### src/rtl/sr_controller_v2.sv
// Multi-cycle control FSM for the simple RISC CPU: fetch, PC update, decode, execute.
// Optional macro BRANCH_EN compiles in B/BL/BX/BLX; without it those opcodes are NOPs.
//
// state    | meaning
// RESET    | clear PC
// IF1      | RAM address = PC, wait RAM_LAT cycles
// IF2      | load IR
// UPD_PC   | PC <= PC+1
// DECODE   | dispatch on {opcode, ALU_op}
// WR_IMM   | Rn <= sximm8
// GET_A    | A <= Rn
// GET_B    | B <= Rm
// ALU      | C <= A op B
// ALU_MV   | C <= 0 op B (MOV/MVN)
// WR       | Rd <= C
// ALU_S    | status <= flags (CMP)
// ADDR     | C <= A + sximm5
// LD_ADDR  | address register <= C
// MEM_RD   | RAM address = addr reg, wait RAM_LAT cycles
// WR_MEM   | Rd <= mdata
// GET_D    | B <= Rd
// PASS     | C <= 0 + B
// MEM_WR   | RAM write strobe
// HALT     | stopped until rst
// BR       | PC <= PC+1+sximm8
// LINK     | R7 <= PC
// BRX      | PC <= C
module sr_controller_v2 #(
  parameter int RAM_LAT = 1
) (
  input  logic       clk,
  input  logic       rst,
  input  logic [2:0] opcode,
  input  logic [1:0] ALU_op,
  input  logic [1:0] shift_op,
  input  logic [2:0] cond,
  input  logic       Z,
  input  logic       N,
  input  logic       V,
  output logic [1:0] reg_sel,
  output logic [1:0] wb_sel,
  output logic       w_en,
  output logic       en_A,
  output logic       en_B,
  output logic       en_C,
  output logic       en_status,
  output logic       sel_A,
  output logic       sel_B,
  output logic       ram_w_en,
  output logic       sel_addr,
  output logic       load_pc,
  output logic       clear_pc,
  output logic       load_addr,
  output logic       load_ir,
  output logic [1:0] pc_sel,
  output logic       waiting,
  output logic       halted
);

  typedef enum logic [4:0] {
    S_RESET, S_IF1, S_IF2, S_UPD_PC, S_DECODE, S_WR_IMM, S_GET_A, S_GET_B,
    S_ALU, S_ALU_MV, S_WR, S_ALU_S, S_ADDR, S_LD_ADDR, S_MEM_RD, S_WR_MEM,
    S_GET_D, S_PASS, S_MEM_WR, S_HALT, S_BR, S_LINK, S_BRX
  } state_t;

  localparam logic [1:0] LAT_RELOAD = 2'(RAM_LAT - 1);

  state_t     state, state_nx;
  logic [1:0] lat_cnt;
  logic       lat_done, lat_load;
  logic [4:0] instr;
  logic       br_taken;
  logic       unused_ok;

  assign instr     = {opcode, ALU_op};
  assign lat_done  = (lat_cnt == 2'd0);
  assign unused_ok = ^{shift_op, cond, Z, N, V};

  always_comb begin
    br_taken = 1'b0;
    case (cond)
      3'b000:  br_taken = 1'b1;
      3'b001:  br_taken = Z;
      3'b010:  br_taken = !Z;
      3'b011:  br_taken = N ^ V;
      3'b100:  br_taken = (N ^ V) | Z;
      default: br_taken = 1'b0;
    endcase
  end

  // Reload only on entry so a dwell state always starts with a fresh count.
  assign lat_load = ((state_nx == S_IF1) && (state != S_IF1)) ||
                    ((state_nx == S_MEM_RD) && (state != S_MEM_RD));

  always_ff @(posedge clk) begin
    if (rst) begin
      state   <= S_RESET;
      lat_cnt <= 2'd0;
    end else begin
      state <= state_nx;
      if (lat_load)
        lat_cnt <= LAT_RELOAD;
      else if (!lat_done)
        lat_cnt <= lat_cnt - 2'd1;
    end
  end

  always_comb begin
    state_nx = state;
    case (state)
      S_RESET:  state_nx = S_IF1;
      S_IF1:    if (lat_done) state_nx = S_IF2;
      S_IF2:    state_nx = S_UPD_PC;
      S_UPD_PC: state_nx = S_DECODE;
      S_DECODE: begin
        case (instr)
          5'b11010:                   state_nx = S_WR_IMM;
          5'b11000, 5'b10111:         state_nx = S_GET_B;
          5'b10100, 5'b10110, 5'b10101,
          5'b01100, 5'b10000:         state_nx = S_GET_A;
          5'b11100:                   state_nx = S_HALT;
`ifdef BRANCH_EN
          5'b00100:                   state_nx = br_taken ? S_BR : S_IF1;
          5'b01011, 5'b01010:         state_nx = S_LINK;
          5'b01000:                   state_nx = S_GET_D;
`endif
          default:                    state_nx = S_IF1;
        endcase
      end
      S_GET_A:   state_nx = (opcode == 3'b101) ? S_GET_B : S_ADDR;
      S_GET_B: begin
        if (instr == 5'b10101)
          state_nx = S_ALU_S;
        else if (opcode == 3'b110 || instr == 5'b10111)
          state_nx = S_ALU_MV;
        else
          state_nx = S_ALU;
      end
      S_ALU, S_ALU_MV: state_nx = S_WR;
      S_ADDR:    state_nx = S_LD_ADDR;
      S_LD_ADDR: state_nx = (opcode == 3'b011) ? S_MEM_RD : S_GET_D;
      S_MEM_RD:  if (lat_done) state_nx = S_WR_MEM;
      S_GET_D:   state_nx = S_PASS;
      S_PASS:    state_nx = (opcode == 3'b100) ? S_MEM_WR : S_BRX;
      S_LINK:    state_nx = (ALU_op == 2'b11) ? S_BR : S_GET_D;
      S_HALT:    state_nx = S_HALT;
      S_WR, S_ALU_S, S_WR_IMM, S_WR_MEM, S_MEM_WR, S_BR, S_BRX:
                 state_nx = S_IF1;
      default:   state_nx = S_RESET;
    endcase
  end

  always_comb begin
    reg_sel   = 2'b00;
    wb_sel    = 2'b00;
    w_en      = 1'b0;
    en_A      = 1'b0;
    en_B      = 1'b0;
    en_C      = 1'b0;
    en_status = 1'b0;
    sel_A     = 1'b0;
    sel_B     = 1'b0;
    ram_w_en  = 1'b0;
    sel_addr  = 1'b0;
    load_pc   = 1'b0;
    clear_pc  = 1'b0;
    load_addr = 1'b0;
    load_ir   = 1'b0;
    pc_sel    = 2'b00;
    waiting   = 1'b0;
    halted    = 1'b0;
    case (state)
      S_RESET:   begin load_pc = 1'b1; clear_pc = 1'b1; end
      S_IF1:     sel_addr = 1'b1;
      S_IF2:     begin sel_addr = 1'b1; load_ir = 1'b1; end
      S_UPD_PC:  load_pc = 1'b1;
      S_DECODE:  waiting = 1'b1;
      S_WR_IMM:  begin reg_sel = 2'b10; wb_sel = 2'b10; w_en = 1'b1; end
      S_GET_A:   begin reg_sel = 2'b10; en_A = 1'b1; end
      S_GET_B:   en_B = 1'b1;
      S_ALU:     en_C = 1'b1;
      S_ALU_MV:  begin en_C = 1'b1; sel_A = 1'b1; end
      S_WR:      begin reg_sel = 2'b01; w_en = 1'b1; end
      S_ALU_S:   en_status = 1'b1;
      S_ADDR:    begin sel_B = 1'b1; en_C = 1'b1; end
      S_LD_ADDR: load_addr = 1'b1;
      S_WR_MEM:  begin reg_sel = 2'b01; wb_sel = 2'b11; w_en = 1'b1; end
      S_GET_D:   begin reg_sel = 2'b01; en_B = 1'b1; end
      S_PASS:    begin sel_A = 1'b1; en_C = 1'b1; end
      S_MEM_WR:  ram_w_en = 1'b1;
      S_HALT:    halted = 1'b1;
`ifdef BRANCH_EN
      S_BR:      begin load_pc = 1'b1; pc_sel = 2'b01; end
      S_LINK:    begin reg_sel = 2'b11; wb_sel = 2'b01; w_en = 1'b1; end
      S_BRX:     begin load_pc = 1'b1; pc_sel = 2'b10; end
`endif
      default: ;
    endcase
  end

endmodule

### config.mk
export PLATFORM = sky130hd
export DESIGN_NAME = sr_controller_v2
export DESIGN_NICKNAME = d
export VERILOG_FILES = /design/src/rtl/sr_controller_v2.sv
export SDC_FILE = /design/constraint.sdc
export NUM_CORES = 1
export LEC_CHECK = 0
export CORE_AREA = 3 3 43 61
export CTS_CLUSTER_DIAMETER = 60
export DETAILED_ROUTE_END_ITERATION = 10
export DIE_AREA = 0 0 46 64
export PLACE_DENSITY = 0.95
export SLEW_MARGIN = 20
export SYNTH_ARGS = -nofsm -noshare
export SYNTH_HDL_FRONTEND = slang
export SYNTH_SLANG_ARGS = --single-unit
### constraint.sdc
create_clock -name clk -period 2.8 [get_ports clk]
set_input_delay 0.42 -clock clk [delete_from_list [all_inputs] [get_ports clk]]
set_output_delay 0.42 -clock clk [all_outputs]
set_load 0.01 [all_outputs]
==> impl_metrics.toml, run 1 <==
# flow metrics
[final_timing]
drv_slew = 0
min_period_ns = 2.62
worst_hold_slack_ns = 0.522
setup_viol = 0
finalSetupTns_ns = 0
grt_setup_unrepaired = "no"
fmax_mhz = 381
finalHoldViolCount = 0
slew-limit-headroom_pct = 61.9

[layout]
mostFrequentLayoutCells = "clkdlybuf4s50_1, nor2_1, nand2_1, nor2b_1"
fin_nets = 189
regMostFlops = "state"
fill_cells = 180
largest_register_ffs = 5
regArea_um2 = 140
fin_cells = 194
sh_comb_area_pct = 60.6
fin_util_pct = 61.2
nonClockInverterCount = 8

[die]
initCoreUtil_pct = 48.4
row_count = 20
die_area_mm2 = 0.00294
boundaryPins = 36

[route]
dr.max_layer_used = "met4"
met3_wirelength_um = 231
wl_met1_um = 1040
via_per_inst = 6.50
drt_pass1_iterations = 4
drc = 0
drt_iter0_drc = 69
wl_per_cell_um = 15.5

[power_and_ir_drop]
p_leak_nw = 0.523
p_sw_mw = 0.204
power-top-group = "combinational cells"
seq_power_share_pct = 28.4

[grt]
top_usage_layer = "met2"
grt_max_degree = 20
antenna_found_initial = 0
grt_util_met2_pct = 36.9
grt_pass1_vias = 1175

[yosys]
top_logic_kind = "simple AND/OR/NAND/NOR gates"
ys_sh_adder_pct = 1.20
largest_area_cell = "dfxtp_1"
aoi_share_pct = 29.4
synth.avg_cell_area_um2 = 6.99
ys_ff = 7
syn_inst = 149
yosys.area_share.simple_pct = 41.5
yosysUniqueCellTypes = 51
ys_area_mm2 = 0.00104
yosysMostFrequentCell = "nor2_1"
synth-edff-count = 0
ys_sh_xor_pct = 1.68

[critical_path]
required_ns = 2.38
startpoint = "state[1]"
ff2ff_path_depth = 6
crit_type = "reg -> out"
crit_path_frequent_cell = "nor2_1"
crit_family = "buffers and inverters"
path_depth = 5
critPathArrivalTime_ns = 2.20

[clock_network]
cts_resized = 0
tritoncts = "done"
cts_buffers = 3
cts.sinks = 7
root_buffer = "clkbuf_4"
post_cts_buffers = 0
cts_hold_buffers = 0
clock_latency_ns = 0.27

[place]
gp_congestion = 0.936
post_dp_cell_area_mm2 = 0.00129
hpwl_um = 2350
port_buffers = 25

[worst_hold_path]
hold_path_end = "lat_cnt[1]"

[flow_run]
warning_count = 34

[outcome]
status = "complete, no violations"
**Run 1: sizing map**

Drawn at 8 px/µm.
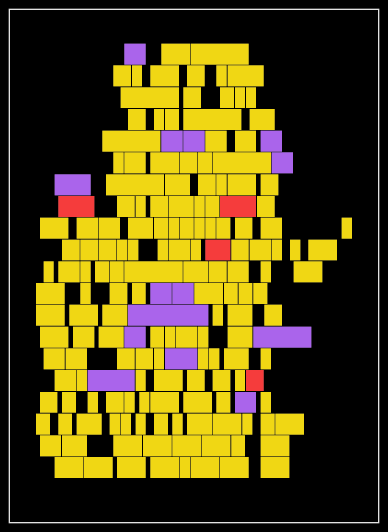
legend:
  drive 1 or less:
    color: yellow
    cells: 154
    most_used: clkdlybuf4s50_1
  drive 2:
    color: red
    cells: 4
  drive 3 to 4:
    color: purple
    cells: 14
    most_used: buf_4
nonclk buf count: 31
final std cell area, no fill: 0.00132 mm²
fin worst setup slack: 0.176 ns

**Run 1: pin placement**

Drawn at 8 px/µm. Pins as bars across the die edge, other pins in gray.
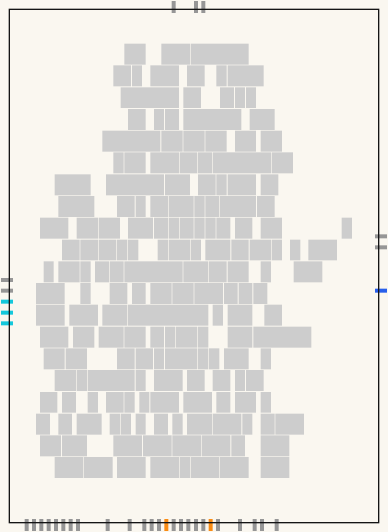
legend:
  reg_sel:
    color: orange
    pins: 2
    direction: output
    edge: bottom
  opcode:
    color: cyan
    pins: 3
    direction: input
    edge: left
  en_B:
    color: blue
    pins: 1
    direction: output
    edge: right

**Run 1: port wiring**

Drawn at 4 px/µm.
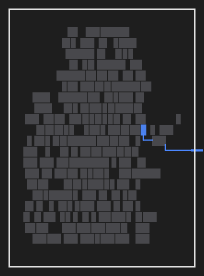
legend:
  en_B:
    color: blue
    direction: output
    edge: right
    end_cells: 1
    buffers: 1
    wire: 12.2 µm

==> run 2, diff against run 1 <==
--- a/config.mk
+++ b/config.mk
@@ -5,11 +5,12 @@
 export SDC_FILE = /design/constraint.sdc
 export NUM_CORES = 1
 export LEC_CHECK = 0
-export CORE_AREA = 3 3 43 61
+export ABC_AREA = 1
+export CORE_AREA = 2 2 41 58
 export CTS_CLUSTER_DIAMETER = 60
 export DETAILED_ROUTE_END_ITERATION = 10
-export DIE_AREA = 0 0 46 64
-export PLACE_DENSITY = 0.95
+export DIE_AREA = 0 0 43 60
+export PLACE_DENSITY = 0.94
 export SLEW_MARGIN = 20
 export SYNTH_ARGS = -nofsm -noshare
 export SYNTH_HDL_FRONTEND = slang
**Run 2: cell outlines without signal wires**

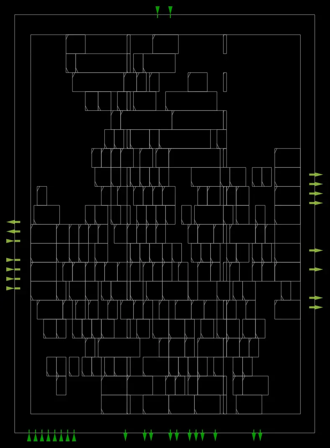
n_taps: 22
Seq cells: 7

**Run 2: gate families picked out**

Drawn at 8 px/µm.
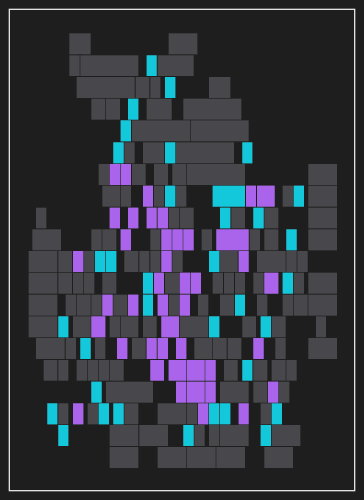
legend:
  inverters:
    color: cyan
    cells: 35
  NOR gates:
    color: purple
    cells: 43

==> impl_metrics.toml, run 2 <==
# flow metrics
[power_and_ir_drop]
p_leak_nw = 0.680
power-top-group = "combinational cells"
seq_power_share_pct = 22.9
clockPowerShare_pct = 12.7
p_sw_mw = 0.334
combPwrFrac_pct = 64.4
finalPower_mw = 0.696

[yosys]
ys_ff = 7
ys_sh_adder_pct = 1.34
yosysUniqueCellTypes = 21
yosys.area_share.simple_pct = 54.1
ys_top_cells_by_area = "nand2_1, dfxtp_1, inv_1, nor2_1, nand3_1"
ys_area_um2 = 936
yosysMostFrequentCell = "nand2_1"
postSynthSeqShare_pct = 15.0
synth-edff-count = 0
syn_inst = 180
aoi_share_pct = 9.36
ys_sh_xor_pct = 0.936
synth.avg_cell_area_um2 = 5.20
largest_area_cell = "nand2_1"
ys_cells = 180
top_logic_kind = "simple AND/OR/NAND/NOR gates"
ff_type = "dfxtp_1"

[grt]
antenna_found_initial = 0
grt_max_degree = 11
grt_util_met2_pct = 33.8
grt_pass1_vias = 980
use_met1_pct = 21.9
top_usage_layer = "met2"
grt_pass1_wl_um = 3840

[layout]
mostFrequentLayoutCells = "nand2_1, inv_1, nor2_1"
sh_comb_area_pct = 51.7
fin_util_pct = 57.4
fill_cells = 213
regMostFlops = "state"
top_regs = "state (5), lat_cnt (2)"
final_common_cell = "nand2_1"
buffers = 25
fin_cells = 228
dominant-cell-class = "multi-input combinational cells"
final_cell_area_mm2 = 0.00121
regArea_um2 = 140
largest_register_ffs = 5
diodes = 0
fin_nets = 223
comb_area_um2 = 623
nonClockInverterCount = 35

[critical_path]
start_kind = "flip-flop"
ff2ff_path_depth = 10
crit_family = "simple AND/OR/NAND/NOR gates"
startpoint = "state[2]"
critPathArrivalTime_ns = 1.98
crit_end = "reg_sel[0]"
required_ns = 2.38
path_depth = 6
slowest_stage = "clkdlybuf4s50_1"
crit_type = "reg -> out"

[final_timing]
setup_viol = 0
worst_hold_slack_ns = 0.549
setup_ws_ns = 0.402
grt_setup_unrepaired = "no"
finalClockSkew_ns = 0.000641
min_period_ns = 2.40
drv_slew = 0
finalSetupTns_ns = 0
fmax_mhz = 417
finalHoldViolCount = 0

[outcome]
status = "complete, no violations"

[route]
drt_wl_total_um = 2360
wl_per_cell_um = 10.4
dr.max_layer_used = "met4"
via_per_inst = 5.18
drt_pass1_iterations = 4
drc = 0
met3_wirelength_um = 126
wl_met1_um = 970
drt_iter0_drc = 36
wl_met2_um = 1190

[die]
row_count = 20
die_area_mm2 = 0.00258
initCoreUtil_pct = 44.5
boundaryPins = 36
dieHeight_um = 60

[worst_hold_path]
hold_path_startpoint = "lat_cnt[1]"
hold_path_end = "lat_cnt[1]"

[clock_network]
htree_levels = 1
cts.sinks = 7
cts_resized = 0
tritoncts = "done"
clock_latency_ns = 0.25
cts_buffers = 3
post_cts_buffers = 0
root_buffer = "clkbuf_4"
cts_hold_buffers = 0

[place]
dp.cells = 224
port_buffers = 25
gp_congestion = 0.922
post_dp_cell_area_mm2 = 0.00118
hpwl_um = 1940

[flow_run]
warning_count = 34
==> run 3, diff against run 2 <==
==> constraint.sdc (replaced) <==
create_clock -name clk -period 2.8 [get_ports clk]
set_input_delay 0.84 -clock clk [delete_from_list [all_inputs] [get_ports clk]]
set_output_delay 0.84 -clock clk [all_outputs]
set_load 0.01 [all_outputs]
**Run 3: sizing map**

Drawn at 8 px/µm.
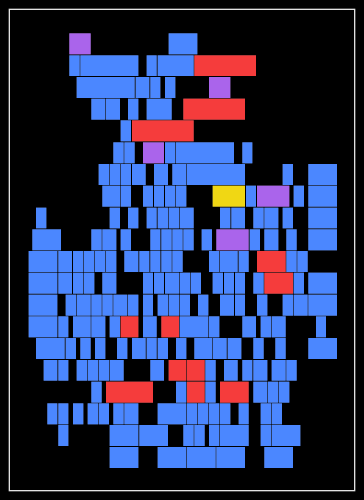
legend:
  drive 2:
    color: red
    cells: 12
    most_used: nor2_2
  drive 3 to 4:
    color: purple
    cells: 5
    most_used: clkbuf_4
  drive 6 and up:
    color: yellow
    cells: 1
    most_used: inv_8
  drive 1 or less:
    color: blue
    cells: 188
    most_used: nand2_1

**Run 3: port wiring**

Drawn at 4 px/µm.
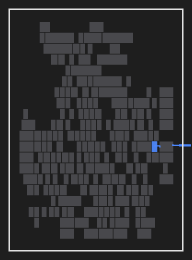
legend:
  en_B:
    color: blue
    direction: output
    edge: right
    end_cells: 1
    buffers: 1
    wire: 4.00 µm
port bufs: 25
I/O pins: 36

==> impl_metrics.toml, run 3 <==
# flow metrics
[yosys]
largest_area_cell = "nand2_1"
ys_area_um2 = 936
yosysUniqueCellTypes = 21
ys_ff = 7
yosysMostFrequentCell = "nand2_1"
syn_inst = 180
aoi_share_pct = 9.36
mux_area_share_pct = 0
ys_sh_xor_pct = 0.936
postSynthSeqShare_pct = 15.0
ys_top_cells_by_area = "nand2_1, dfxtp_1, inv_1, nor2_1, nand3_1"
ys_cells = 180
ys_sh_adder_pct = 1.34
synth.avg_cell_area_um2 = 5.20
top_logic_kind = "simple AND/OR/NAND/NOR gates"
ff_type = "dfxtp_1"
synth-edff-count = 0

[layout]
final-nonclk-buf-share_pct = 20.5
buffers = 25
sh_comb_area_pct = 51.9
diodes = 0
top_regs = "state (5), lat_cnt (2)"
comb_area_um2 = 633
nonClockInverterCount = 35
largest_register_ffs = 5
fin_util_pct = 58.0
final_cell_area_mm2 = 0.00122
final_common_cell = "nand2_1"
mostFrequentLayoutCells = "nand2_1, inv_1, nor2_1"
fin_cells = 228
regArea_um2 = 144
fin_nets = 223
seq_share_pct = 11.8
fill_cells = 212
design.seq.count = 7
dominant-cell-class = "multi-input combinational cells"
regMostFlops = "state"
drive_above_1_share_pct = 8.74

[final_timing]
min_period_ns = 2.66
finalHoldViolCount = 0
finalSetupTns_ns = 0
finalClockSkew_ns = 0.00266
setup_ws_ns = 0.140
drv_slew = 0
fmax_mhz = 376
setup_viol = 0
worst_hold_slack_ns = 0.549
grt_setup_unrepaired = "no"

[power_and_ir_drop]
combPwrFrac_pct = 64.1
p_leak_nw = 0.688
clk-power_mw = 0.0897
p_sw_mw = 0.337
finalPower_mw = 0.704
vdd_drop_max_uv = 280
clockPowerShare_pct = 12.8
seq_power_share_pct = 23.2
power-top-group = "combinational cells"

[critical_path]
path_max_fanout = 5
crit_path_frequent_cell = "nand2_1"
slowest_stage = "clkdlybuf4s50_1"
crit_family = "buffers and inverters"
startpoint = "state[3]"
critPathArrivalTime_ns = 1.82
crit_type = "reg -> out"
crit_end = "reg_sel[1]"
r2r-start = "state[3]"
start_kind = "flip-flop"
path_depth = 6
ff2ff_path_depth = 12
required_ns = 1.96

[die]
row_count = 20
die_x_um = 43
taps = 22
die_area_mm2 = 0.00258
initCoreUtil_pct = 44.5
dieHeight_um = 60

[clock_network]
cts_resized = 0
htree_levels = 1
post_cts_buffers = 0
root_buffer = "clkbuf_4"
cts_hold_buffers = 0
tritoncts = "done"
cts.sinks = 7
cts_buffers = 3

[worst_hold_path]
hold_path_end = "lat_cnt[1]"
hold_path_startpoint = "lat_cnt[1]"

[grt]
gr-total-overflow = 0
grt_max_degree = 11
antenna_found_initial = 0
grt_util_met2_pct = 33.8
grt_pass1_vias = 980
grt_pass1_wl_um = 3840
use_met1_pct = 21.9
track_usage_pct = 19.0
top_usage_layer = "met2"

[outcome]
status = "complete, no violations"

[route]
drt_wl_total_um = 2400
via_per_inst = 5.18
num_vias = 1182
wl_met1_um = 962
wl_per_cell_um = 10.5
drc = 0
drt_iter0_drc = 36
met3_wirelength_um = 147
wl_met2_um = 1210
dr.max_layer_used = "met4"
drt_pass1_iterations = 4

[place]
gp_congestion = 0.922
post_dp_cell_area_mm2 = 0.00118
dp.cells = 224
hpwl_um = 1940
Power and IR drop assume default switching activity.
